Gate families picked out:
Scale bar: 20 microns.
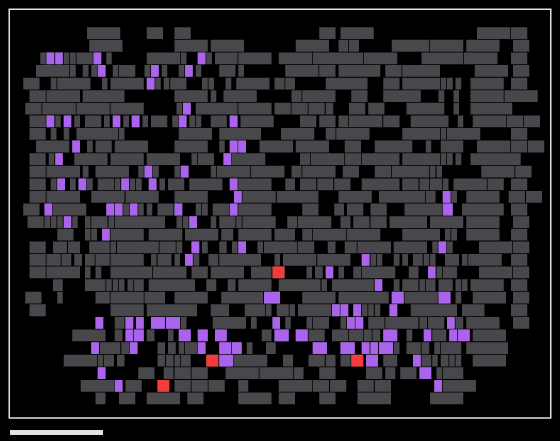
Pin map:
Pins as bars across the die edge, other pins in gray.
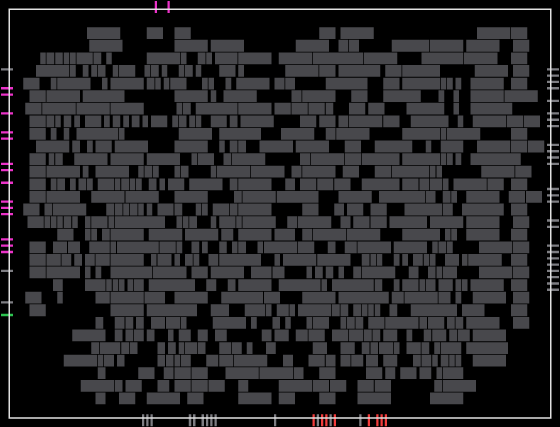
Where the registers sit:
Scale bar: 20 microns. Other sequential cells in the stronger gray, the rest of the logic in the fainter gray.
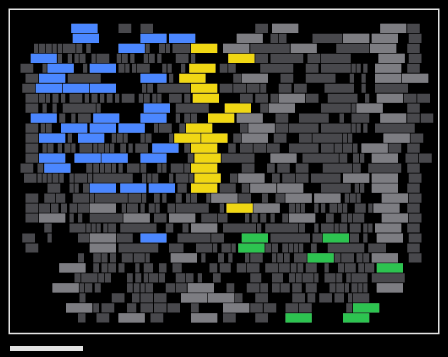
Wiring by layer:
Two of the layers only.
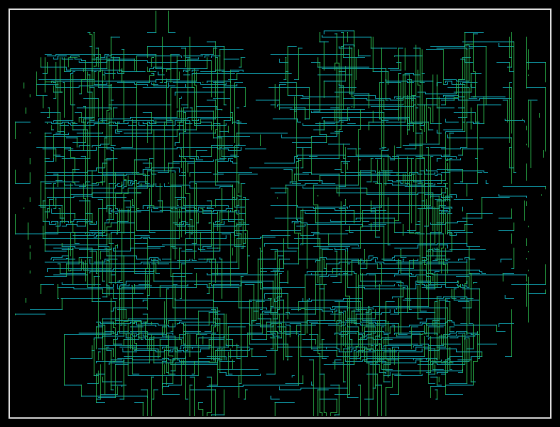
Clock routing:
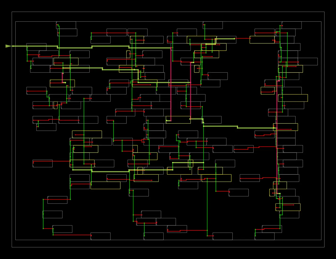
Design syzygy_adc_frame_gen_flat, sky130hd; sources not shown.
==> Slide: Implementation Results <==
Synthesis and Place & Route Summary

Run status
  • Status: finished, final reports clean

Place
  • Pre-CTS WS: 1.33 ns
  • Post-DP HPWL: 7250 microns
  • GPL Wtd Cong: 0.875
  • # placed instances: 692
  • Placed inst area: 0.00567 sq mm

Pwr
  • Static Leak: 2.17 nW
  • Power per Cell Area: 468 mW/mm^2
  • VDD IR max: 0.268 mV
  • Overall Power: 2.98 mW

Layout
  • Largest class: combinational gates
  • Logic area: 0.00246 sq mm
  • Seq_cells: 117
  • Layout non-clock buf frac: 11.3%
  • Non-CTS inverters: 11
  • Share of cells above drive strength 1: 9.20%
  • Multi-input gates: 369
  • Bufs w/o clock: 69
  • Clock network share of area: 10.2%
  • Synth-to-Final Area Change: 26.9%
  • Nets: 624
  • Antenna diodes: 0
  • Finished Cell Area: 0.00637 sq mm
  • FILL cells: 773
  • Max FFs per register: 32

Critical path
  • Cell family with most CP delay: simple AND/OR/NAND/NOR gates
  • Critical Path Fanout Max: 15
  • Max incr delay on CP: 0.87 ns
  • Crit path depth: 6
  • Worst setup EP type: register
  • Buf/Inv on CP: 1
  • Crit-path slowest cell: nor3_1
  • R2r setup slk: 1.58 ns
  • Worst Path Arrival: 2.71 ns
  • R2R depth: 6
  • Kind of critical path: reg -> reg
  • Crit path launch type: register
  • Crit path DRT: 4.29 ns
  • CP cell instances: inv_1 > ha_1 > nand2_1 > nor3_1 > or4_4 > o22ai_1

Global route
  • GR Util met1: 28.8%
  • Met3 Resource Use GR: 7.06%
  • Global-route wire length before repair: 16900 microns
  • Initial antenna violation count: 0
  • Largest net degree at the start of global routing: 40
  • GR peak layer: met2
  • Gr ovfl total: 0
  • Vias in the first global route: 3534
  • Grt met2 use: 33.7%

Floorplanning
  • Top Ports: 66
  • Core area: 0.00931 sq mm
  • Die ar.: 0.0103 sq mm
  • N_taps: 128
  • Rows: 30
  • FP Core Util: 54.0%

Final timing
  • Period utilization: 61.4%
  • Max-slew violation count: 0
  • Post-route setup TNS: 0 ns
  • Unrepaired setup endpoints after global routing: no
  • Rel. slew slack: 29.9%
  • Final hold slack: 0.341 ns
  • Max Freq: 0.397 GHz
  • Min cycle time layout: 2.52 ns
  • Final worst slack: 1.58 ns
  • Fin. Hold Viols: 0
  • Worst slew pin tran: 1.04 ns
  • # setup viols final: 0

Run
  • Max-Cap Viols: 0
  • Tool Warnings: 29

Synthesis
  • Main flop type: dfxtp_1
  • Simple share: 18.8%
  • Synth area leaders: dfxtp_1, mux2i_1, mux4_2, nand2_1, a21oi_1
  • Ys Warns: 0
  • Number of enable flip-flop cells: 0
  • Yosys xor share: 1.57%
  • Syn Area/Cell: 9.46 sq um
  • Unique cell types: 54
  • Ys flops: 117
  • Top-area cell share: 46.6%
  • Yosys Instances: 531
  • Main logic family: simple AND/OR/NAND/NOR gates
  • Synth Cell Area: 0.00502 sq mm
  • Yosys adder share: 1.99%
  • Post-synthesis sequential area ratio: 46.6%
  • Aoi share: 10.9%
  • Syn nets: 570
  • Post-synth top cells: dfxtp_1, nand2_1, a21oi_1
  • Gate count after technology mapping: 531
  • Yosys top cell by instances: dfxtp_1
  • YS chip area: 0.00502 sq mm
  • Synth area leader: dfxtp_1
  • Post-synth ARST share: 0%
  • Mux area share: 15.7%

Clock network
  • CTS Root Buffer Type: clkbuf_16
  • CTS tree: built
  • H-tree depth: 4
  • Postcts setup bufs: 0
  • CTS Buffer Depth: 2
  • Clk slew on worst S/H paths: 0.05 ns
  • Post_cts resized: 0
  • CTS hold repair buffers: 0
  • CTS buffer count: 17

Hold path
  • Worst hold stages: 1
  • Class of the worst hold path: reg -> reg

Drt
  • DR iter-0 viols: 269
  • Met3 WL: 682 microns
  • 1st-pass router iterations: 5
  • Met1 WL: 5130 microns
  • Vias per inst: 5.43
  • Top sig layer: met4
  • # DRC: 0
  • Met2 WL: 4760 microns
  • ANT nets after route: 0
  • Per-cell routed wire length: 14.7 microns
-- 'gate families picked out' (at the start) --
family	color	cells
AND-OR and OR-AND gates	red	4
inverting AOI/OAI gates	purple	91
most numerous logic cell after layout: dfxtp_1
logic share of the area: 38.6%
final cell count without fillers: 726

-- 'pin map' (at the start) --
port	color	pins	direction	edge
s_if_s_data	magenta	16	input	14 left, 2 top
train_len	red	8	input	bottom
s_if_s_ready	green	1	output	left
Die X: 117 microns
Port Buffer Count: 65
Die Span Y: 88.0 microns

-- 'where the registers sit' (at the start) --
signal	color	sequential cells
u_core.fifo_q	blue	32
u_core.tcnt_q	green	8
u_core.cur_q	yellow	17
not colored	60
sequential share of cell area: 36.7%
fin util: 68.5%
Seq. cell area: 0.00234 sq mm
Seq. pwr: 1.18 mW

-- 'wiring by layer' (at the start) --
layer	color	wire length
met1	cyan	5130 microns
met2	green	4760 microns
total wire length: 10700 microns
DR vias: 3940
Tot GR Track Use: 22.0%

-- 'clock routing' (at the start) --
clk latency late pin: 0.41 ns
clock buffer count: 22
clk sinks: 117

==> power by group <==
part           switching [mW]  internal (mW)  leakage (nW)  total, mW
Sequential             0.0198           1.16         0.947       1.18
Combinational           0.102         0.0903         0.900      0.193
Clock                   0.491           1.12         0.324       1.61
Total                   0.613           2.37          2.17       2.98
==> layout by cell type (no fill, tap or decap), drive strengths merged, types with 3 or more instances in the layout <==
cell type,instances
a211oi,4
a21oi,51
a31oi,3
and2,16
and3,4
buf,4
bufinv,5
clkbuf,22
clkdlybuf4s50,65
clkinv,5
dfxtp,117
ha,8
inv,11
mux2i,45
mux4,15
nand2,88
nand3,10
nor2,41
nor2b,9
nor3,8
nor4,3
o21a,4
o21ai,19
o32ai,3
xnor2,7
Power is estimated from default activity; no workload was simulated.
